Run 1, where the registers sit:
The bar under the picture is 50 um long. Other sequential cells in the stronger gray, the rest of the logic in the fainter gray.
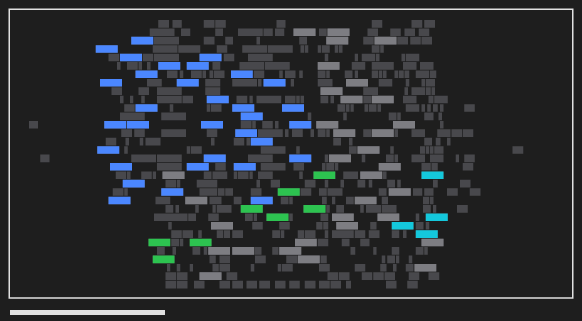
Run 1, track usage over the die:
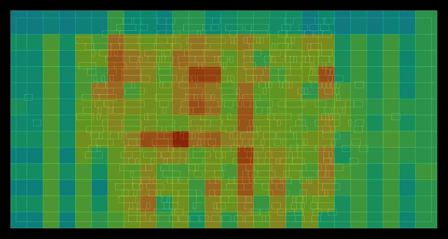
Run 1, metal layers overlaid:
The bar under the picture is 50 um long. Two of the layers only.
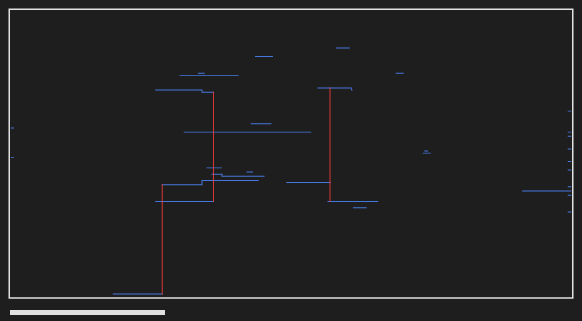
Run 1, cells colored by class:
The bar under the picture is 50 um long.
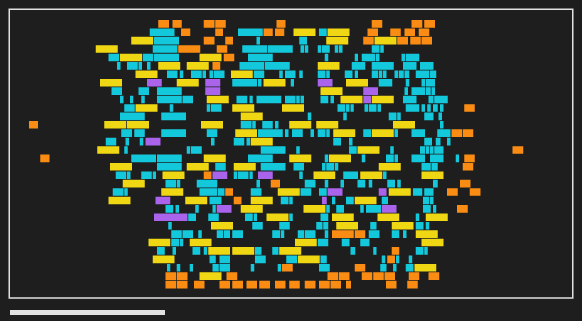
[config.mk]
export PLATFORM = sky130hd
export DESIGN_NAME = alu_exec_seq
export DESIGN_NICKNAME = d
export VERILOG_FILES = /design/src/rtl/alu_exec_seq_pkg.sv /design/src/rtl/alu_flag_gen.sv /design/src/rtl/alu_exec_seq.sv
export SDC_FILE = /design/constraint.sdc
export NUM_CORES = 1
export LEC_CHECK = 0
export ABC_AREA = 0
export CORE_ASPECT_RATIO = 0.5
export CORE_MARGIN = 2
export CORE_UTILIZATION = 25
export CTS_BUF_LIST = sky130_fd_sc_hd__clkbuf_4 sky130_fd_sc_hd__clkbuf_8
export CTS_CLUSTER_SIZE = 25
export DETAILED_ROUTE_END_ITERATION = 10
export MAX_ROUTING_LAYER = met4
export PLACE_DENSITY = 0.51
export SYNTH_ARGS = -nofsm -noshare
export SYNTH_HDL_FRONTEND = slang
export SYNTH_SLANG_ARGS = --single-unit
[constraint.sdc]
create_clock -name clk -period 2.1 [get_ports clk]
set_input_delay 0.21 -clock clk [delete_from_list [all_inputs] [get_ports clk]]
set_output_delay 0.21 -clock clk [all_outputs]
set_load 0.02 [all_outputs]
[src/rtl/alu_exec_seq_pkg.sv]
// rtl/alu_exec_seq_pkg.sv - shared encodings for the ALU execution sequencer
package alu_exec_seq_pkg;

  localparam int NREG = 4;
  localparam int W    = 8;

  typedef enum logic [1:0] {
    ST_IDLE = 2'd0,
    ST_EXEC = 2'd1,
    ST_WB   = 2'd2
  } state_e;

  localparam logic [2:0] ALU_ADD  = 3'b000;
  localparam logic [2:0] ALU_SUB  = 3'b001;
  localparam logic [2:0] ALU_AND  = 3'b010;
  localparam logic [2:0] ALU_OR   = 3'b011;
  localparam logic [2:0] ALU_NOT  = 3'b100;
  localparam logic [2:0] ALU_XOR  = 3'b101;
  localparam logic [2:0] ALU_SHL  = 3'b110;
  localparam logic [2:0] ALU_SHL2 = 3'b111;

  localparam int OP_LDI_BIT = 3;

  localparam int FLAG_Z = 3;
  localparam int FLAG_N = 2;
  localparam int FLAG_C = 1;
  localparam int FLAG_V = 0;

endpackage

[src/rtl/alu_flag_gen.sv]
// rtl/alu_flag_gen.sv - combinational z/n/c/v generation from operands and result
module alu_flag_gen
  import alu_exec_seq_pkg::*;
(
  input  logic [W-1:0] a,
  input  logic [W-1:0] b,
  input  logic [2:0]   s,
  input  logic [W-1:0] r,
  output logic [3:0]   flags
);

  always_comb begin
    flags         = 4'b0000;
    flags[FLAG_Z] = (r == '0);
    flags[FLAG_N] = r[W-1];
    case (s)
      ALU_ADD: begin
        flags[FLAG_C] = (({1'b0, a} + {1'b0, b}) > 9'd255);
        flags[FLAG_V] = (a[W-1] == b[W-1]) && (r[W-1] != a[W-1]);
      end
      ALU_SUB: begin
        // Carry reports borrow for subtraction
        flags[FLAG_C] = (a < b);
        flags[FLAG_V] = (a[W-1] != b[W-1]) && (r[W-1] != a[W-1]);
      end
      ALU_SHL, ALU_SHL2: flags[FLAG_C] = a[W-1];
      default: ;
    endcase
  end

endmodule

[src/rtl/alu_exec_seq.sv]
// rtl/alu_exec_seq.sv - IDLE/EXEC/WB sequencer around an external 8-bit ALU
module alu_exec_seq
  import alu_exec_seq_pkg::*;
(
  input  logic         clk,
  input  logic         rst_n,
  input  logic         in_valid,
  output logic         in_ready,
  input  logic [3:0]   in_op,
  input  logic [1:0]   in_dst,
  input  logic [1:0]   in_sra,
  input  logic [1:0]   in_srb,
  input  logic [7:0]   in_imm,
  output logic [7:0]   alu_a,
  output logic [7:0]   alu_b,
  output logic [2:0]   alu_s,
  input  logic [7:0]   alu_out,
  output logic         done,
  output logic [3:0]   flags,
  input  logic [1:0]   rd_addr,
  output logic [7:0]   rd_data
);

  state_e         state_q, state_d;
  logic           ldi_q, ldi_d;
  logic [1:0]     dst_q, dst_d;
  logic [W-1:0]   imm_q, imm_d;
  logic [W-1:0]   a_q, a_d;
  logic [W-1:0]   b_q, b_d;
  logic [2:0]     s_q, s_d;
  logic [W-1:0]   res_q, res_d;
  logic [W-1:0]   rf_q [NREG];
  logic [W-1:0]   rf_d [NREG];
  logic [3:0]     flags_q, flags_d;
  logic           done_q, done_d;
  logic [3:0]     flag_calc;

  // a/b/s are held through EXEC and WB, so flags can be derived from them at write-back
  alu_flag_gen u_flag_gen (
    .a     (a_q),
    .b     (b_q),
    .s     (s_q),
    .r     (res_q),
    .flags (flag_calc)
  );

  always_comb begin
    state_d = state_q;
    ldi_d   = ldi_q;
    dst_d   = dst_q;
    imm_d   = imm_q;
    a_d     = a_q;
    b_d     = b_q;
    s_d     = s_q;
    res_d   = res_q;
    rf_d    = rf_q;
    flags_d = flags_q;
    done_d  = 1'b0;
    case (state_q)
      ST_IDLE: begin
        if (in_valid) begin
          ldi_d   = in_op[OP_LDI_BIT];
          dst_d   = in_dst;
          imm_d   = in_imm;
          a_d     = rf_q[in_sra];
          b_d     = rf_q[in_srb];
          s_d     = in_op[2:0];
          state_d = in_op[OP_LDI_BIT] ? ST_WB : ST_EXEC;
        end
      end
      ST_EXEC: begin
        res_d   = alu_out;
        state_d = ST_WB;
      end
      ST_WB: begin
        rf_d[dst_q] = ldi_q ? imm_q : res_q;
        if (!ldi_q) flags_d = flag_calc;
        done_d  = 1'b1;
        state_d = ST_IDLE;
      end
      default: state_d = ST_IDLE;
    endcase
  end

  always_ff @(posedge clk) begin
    if (!rst_n) begin
      state_q <= ST_IDLE;
      ldi_q   <= 1'b0;
      dst_q   <= 2'd0;
      imm_q   <= '0;
      a_q     <= '0;
      b_q     <= '0;
      s_q     <= 3'd0;
      res_q   <= '0;
      flags_q <= 4'd0;
      done_q  <= 1'b0;
      for (int i = 0; i < NREG; i++) rf_q[i] <= '0;
    end else begin
      state_q <= state_d;
      ldi_q   <= ldi_d;
      dst_q   <= dst_d;
      imm_q   <= imm_d;
      a_q     <= a_d;
      b_q     <= b_d;
      s_q     <= s_d;
      res_q   <= res_d;
      flags_q <= flags_d;
      done_q  <= done_d;
      rf_q    <= rf_d;
    end
  end

  assign in_ready = (state_q == ST_IDLE);
  assign alu_a    = a_q;
  assign alu_b    = b_q;
  assign alu_s    = s_q;
  assign done     = done_q;
  assign flags    = flags_q;
  assign rd_data  = rf_q[rd_addr];

endmodule

==> Slide: Implementation Results, run 1 <==
Key Metrics from the Run

Outcome
  • Outcome: finished, final reports clean

Layout
  • Diodes inserted: 0
  • Portion of the layout cell area used by non-clock buffers: 14.4%
  • Area growth from synthesis to layout: 26.0%
  • Most common logic cell in the routed design: sky130_fd_sc_hd__nand2_1
  • Flop Count: 77
  • Final nets: 492
  • Clock-cell share: 4.32%
  • Signal buffers: 73
  • Comb area share: 44.2%
  • Largest area class, layout: combinational gates
  • Inverters: 13
  • Gate Area: 2200 um^2
  • Count of clock-net buffers in the final layout: 13
  • Layout fillers: 1597

Critical path
  • Max FO, Critical Path: 8
  • Type of destination of the critical path: output pin
  • Required time of the worst setup path: 1890 ps
  • Family with the most delay on the worst path: buffers and inverters
  • Buffering stage count on the worst path with inverters included: 3
  • Critical path class: in2out
  • Delay of the slowest cell on the worst path: 530 ps

Power and ir drop
  • Post-layout total power: 3.12 mW
  • Worst ir drop on vdd: 0.000251 V

Logic synthesis
  • Number of different library cells in the post-synthesis netlist: 41
  • Area share of xor/xnor cells in the synthesized design: 0.444%
  • Most area-consuming cells after synthesis: sky130_fd_sc_hd__dfxtp_1 39%, sky130_fd_sc_hd__mux4_2 14%, sky130_fd_sc_hd__nand2_1 9.4%, sky130_fd_sc_hd__o211a_1 8.1%, sky130_fd_sc_hd__a21boi_0 6.3%
  • Number of synthesis warnings: 0
  • Seq cells post-synth: 77
  • Instance tally after logic synthesis: 388
  • Most popular library cell in the synthesized design by count: sky130_fd_sc_hd__nand2_1
  • Sequential fraction of the synthesis area: 39.0%
  • Top cell type's share of synthesized area: 39.0%
  • Fraction of synthesis flops using an asynchronous set or reset pin: 0%
  • Count of flip-flops with a built-in enable after synthesis: 0
  • Yosys cell count: 388
  • Yosys top cell by area: sky130_fd_sc_hd__dfxtp_1
  • Share of synthesized area spent on multiplexers: 17.7%

Clock tree
  • Clock H-tree levels: 3
  • Number of buffers inserted for hold repair after clock tree synthesis: 0
  • Latest clock arrival within the worst-skew pair: 350 ps
  • Root Buffer: sky130_fd_sc_hd__clkbuf_8
  • Cells resized by post-CTS repair: 8
  • Register clock-pin slew on the reported worst setup and hold paths: 80 ps

GRT
  • Number of global-route vias before repair: 3014
  • Met2 Track Usage GR: 20.5%
  • Met3 routing resource usage after global routing: 2.75%
  • Leftover overflow at the end of global routing: 0
  • Global-route wire length before repair: 16.3 mm
  • Pin count of the biggest net entering global routing: 49
  • Global Route met1 Usage: 17.0%

Min path
  • Class of the worst hold path: in2reg

Timing
  • Portion of the clock cycle consumed by the worst path in the final layout: 93.5%
  • Hold violation count in the final report: 0
  • Total Neg Setup Slack: 0 ps
  • Transition time of the tightest slew-check pin: 642 ps
  • Setup repair after global routing missed its margin: false
  • Post-route clock skew: 11.2 ps
  • Relative slew slack: 57.1%
  • Smallest hold slack: 349 ps
  • Final Critical Period: 1960 ps

Detailed routing
  • Antenna-violating nets left: 0
  • Max layer used: met4
  • Met3 routed wirelength: 262 um
  • Detailed Route Iter0 Violations: 187
  • Routed metal-1 wire length: 5.20 mm
  • Per-cell via count in the routed design: 4.59
  • Wire length on met2: 4.45 mm

Place
  • Final weighted congestion in routability-driven placement: 0.743
  • HPWL after DPL: 7.33 mm
  • Total of buffers placed on input and output ports: 63
  • Area post-placement: 4770 um^2

Job
  • Maximum Capacitance Violations: 0
  • OpenROAD warning count: 35

Floorplanning
  • Count of boundary I/O pins: 64
  • Fp util: 25.6%
  • DIE WIDTH: 182 um
-- 'where the registers sit' (at the start) --
Blue shows rf_q, sequential cells 32. Cyan shows flags, sequential cells 4, where bottom right. Green shows imm_q, sequential cells 8.
Another 33 sequential cells are not colored.
final core area utilization: 32.3%
proportion of cell area occupied by registers: 31.0%
area used by sequential logic in the layout: 1540 um^2

-- 'track usage over the die' (at the start) --
Most Crowded Layer GR: met2
All-Layer GR Usage: 12.9%

-- 'metal layers overlaid' (at the start) --
Red shows metal 4, wire length 107 um. Blue shows metal 3, wire length 263 um.
Vias: 3003
average wire per standard cell: 15.3 um
aggregate routed wire length: 10.0 mm

-- 'cells colored by class' (at the start) --
Cyan shows combinational and other logic, cells 284. Yellow shows flops, cells 77. Orange shows other buffers and delay cells, cells 73. Purple shows clock drivers and dummy loads, cells 16.
core area: 15400 um^2
summed area of non-filler cells in the final layout: 4980 um^2
site row count: 32

## run 1: path summary, 6_finish.rpt
path | startpoint | end | depth (start not counted)
setup / recovery | rd_addr[0] | rd_data[3] | 4
hold / removal | rst_n | rf_q[29]$_SDFFE_PN0P_ | 2
setup reg to reg | alu_a[0]$_SDFFE_PN0P_ | flags[1]$_SDFFE_PN0P_ | 8
hold reg to reg | imm_q[7]$_SDFFE_PN0P_ | imm_q[7]$_SDFFE_PN0P_ | 2
## run 1: through the flow
stage | std cells | worst slack (ps)
finish | 654 | 137
global route | 654 | 109
CTS | 654 | 133
detailed placement | 638 | -74.4
global placement | 638 | -80.0
floorplan | 388 | 335
## run 1: power by group
part,switching (mW),internal (mW)
Combinational,0.184,0.191
Sequential,0.0489,1.50
Clock,0.528,0.658
Total,0.761,2.35
--- run 2 (diff from run 1) ---
- CORE_ASPECT_RATIO: 0.5 -> not set
Run 2, cells colored by class:
The bar under the picture is 50 um long.
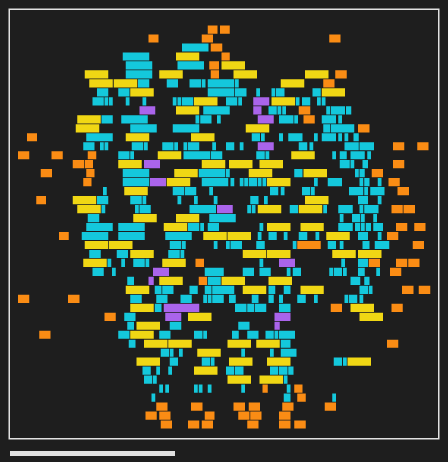
Purple shows clock drivers and dummy loads, cells 15. Orange shows other buffers and delay cells, cells 74. Cyan shows combinational and other logic, cells 284. Yellow shows flops, cells 77.
core area: 15300 um^2
summed area of non-filler cells in the final layout: 4960 um^2
proportion of cell area occupied by registers: 31.1%
site row count: 45
final core area utilization: 32.4%

Run 2, metal layers overlaid:
The bar under the picture is 50 um long. Two of the layers only.
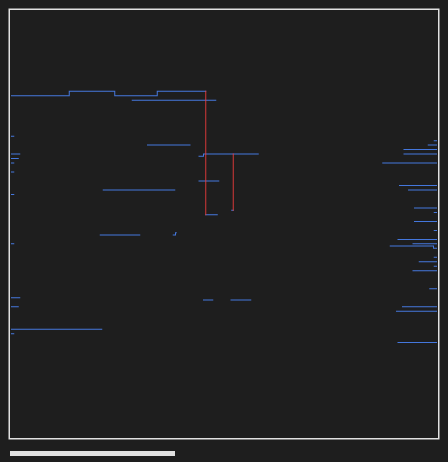
Blue shows metal 3, wire length 372 um. Red shows metal 4, wire length 54.4 um.
All-Layer GR Usage: 12.9%
aggregate routed wire length: 10.3 mm
average wire per standard cell: 15.5 um
Vias: 2999

==> Slide: Implementation Results, run 2 <==
Key Metrics from the Run

Critical path
  • Max FO, Critical Path: 5 (-3)
  • Critical path class: in2out
  • Reg2reg end: flags[1]$_SDFFE_PN0P_
  • Capturing element of the worst setup path: rd_data[1]
  • Crit. Startpoint: rd_addr[0]
  • Required time of the worst setup path: 1890 ps (about the same)
  • Type of destination of the critical path: output pin
  • Launching point of the worst reg2reg path: alu_b[0]$_SDFFE_PN0P_

Logic synthesis
  • Number of synthesis warnings: 0 (unchanged)
  • Yosys top cell by area: sky130_fd_sc_hd__dfxtp_1
  • Seq cells post-synth: 77 (unchanged)
  • Yosys cell count: 388 (unchanged)
  • Most area-consuming cells after synthesis: sky130_fd_sc_hd__dfxtp_1 39%, sky130_fd_sc_hd__mux4_2 14%, sky130_fd_sc_hd__nand2_1 9.4%, sky130_fd_sc_hd__o211a_1 8.1%, sky130_fd_sc_hd__a21boi_0 6.3%
  • Number of different library cells in the post-synthesis netlist: 41 (unchanged)
  • Sequential fraction of the synthesis area: 39.0% (unchanged)
  • Fraction of synthesis flops using an asynchronous set or reset pin: 0% (unchanged)

Clock tree
  • Root Buffer: sky130_fd_sc_hd__clkbuf_8
  • Clock H-tree levels: 3 (unchanged)
  • Number of buffers inserted for hold repair after clock tree synthesis: 0 (unchanged)
  • Latest clock arrival within the worst-skew pair: 340 ps (about the same)

Power and ir drop
  • Combinational share of power: 12.3% (+0.2 points)
  • Switching power summed over all nets: 755 uW (-0.78%)
  • Sequential Power Share: 50.9% (+1.0 points)
  • Post-layout total power: 3.05 mW (-2.0%)
  • Leading power group: sequential cells
  • Internal power: 2.30 mW (-2.4%)
  • Power attributed to the clock group: 1.13 mW (-5%)

GRT
  • Leftover overflow at the end of global routing: 0 (unchanged)
  • Number of global-route vias before repair: 2946 (-2.3%)
  • Global-route wire length before repair: 16.0 mm (-2.1%)

Layout
  • Clock-cell share: 4.01% (-0.32 points)
  • Inverters: 13 (unchanged)
  • Portion of the layout cell area used by non-clock buffers: 14.3% (-0.065 points)
  • Count of clock-net buffers in the final layout: 11 (-2)
  • Comb area share: 44.3% (+0.11 points)
  • Area used by sequential logic in the layout: 1540 um^2 (unchanged)
  • Flop Count: 77 (unchanged)
  • Final nets: 493 (+0.20%)
  • Gate Area: 2200 um^2 (unchanged)
  • Diodes inserted: 0 (unchanged)
  • Area growth from synthesis to layout: 25.7%

Min path
  • Class of the worst hold path: in2reg
  • Hold-critical path endpoint: alu_s[0]$_SDFFE_PN0P_
  • Depth of the worst hold-timing path: 2 (unchanged)
  • Startpoint of the tightest hold check path: rst_n

Detailed routing
  • Antenna-violating nets left: 0 (unchanged)
  • Per-cell via count in the routed design: 4.54 (-1.2%)

Timing
  • Transition time of the tightest slew-check pin: 642 ps (+0.0275 ps)
  • Setup repair after global routing missed its margin: false
  • Portion of the clock cycle consumed by the worst path in the final layout: 91.9% (-1.6 points)
  • Post-route clock skew: 8.32 ps (-2.87 ps)
  • Total Neg Setup Slack: 0 ps (unchanged)
  • Relative slew slack: 57.1% (about the same)
  • Smallest hold slack: 352 ps (+3.74 ps)

Floorplanning
  • DIE WIDTH: 130 um (-29%)
  • Fp util: 25.8% (+0.17 points)
  • Count of boundary I/O pins: 64 (unchanged)

Job
  • OpenROAD warning count: 35 (unchanged)
  • Maximum Capacitance Violations: 0 (unchanged)

Outcome
  • Outcome: finished, final reports clean

Place
  • Total instance count after detailed placement: 646 (+1.3%)
  • Total of buffers placed on input and output ports: 63 (unchanged)
  • Area post-placement: 4770 um^2 (about the same)
  • HPWL after DPL: 7.71 mm (+5.2%)
  • Final weighted congestion in routability-driven placement: 0.821 (+10%)
[run 2: cell families after synthesis]
logic type / count (synthesis) / share of synthesized area, %
and+or+nand+nor: 135 / 15.8
AOI/OAI and AO/OA: 78 / 16.4
DFF: 77 / 39.0
buffers and inverters: 40 / 5.26
muxes: 40 / 17.7
adders and majority gates: 16 / 5.26
xor gates and xnor gates: 2 / 0.444
[run 2: timing repair]
action,4_1_cts,5_1_grt
gates resized,8,0
setup endpoints to repair,8,0
hold endpoints to repair,0,0
[run 2: layer usage]
metal  wire [um]  GRT usage (%)  vias to the layer above
li1            -              -                     1488
met1        4850           16.9                     1453
met2        4970           20.3                       54
met3         371           2.64                        4
met4          54           3.73                        0
met5           0              -                        -
[run 2: critical path: cells and delay by family]
family,cells,cell delay (ps)
buf+inv,3,1000
mux,1,520
Power is estimated from default activity; no workload was simulated.
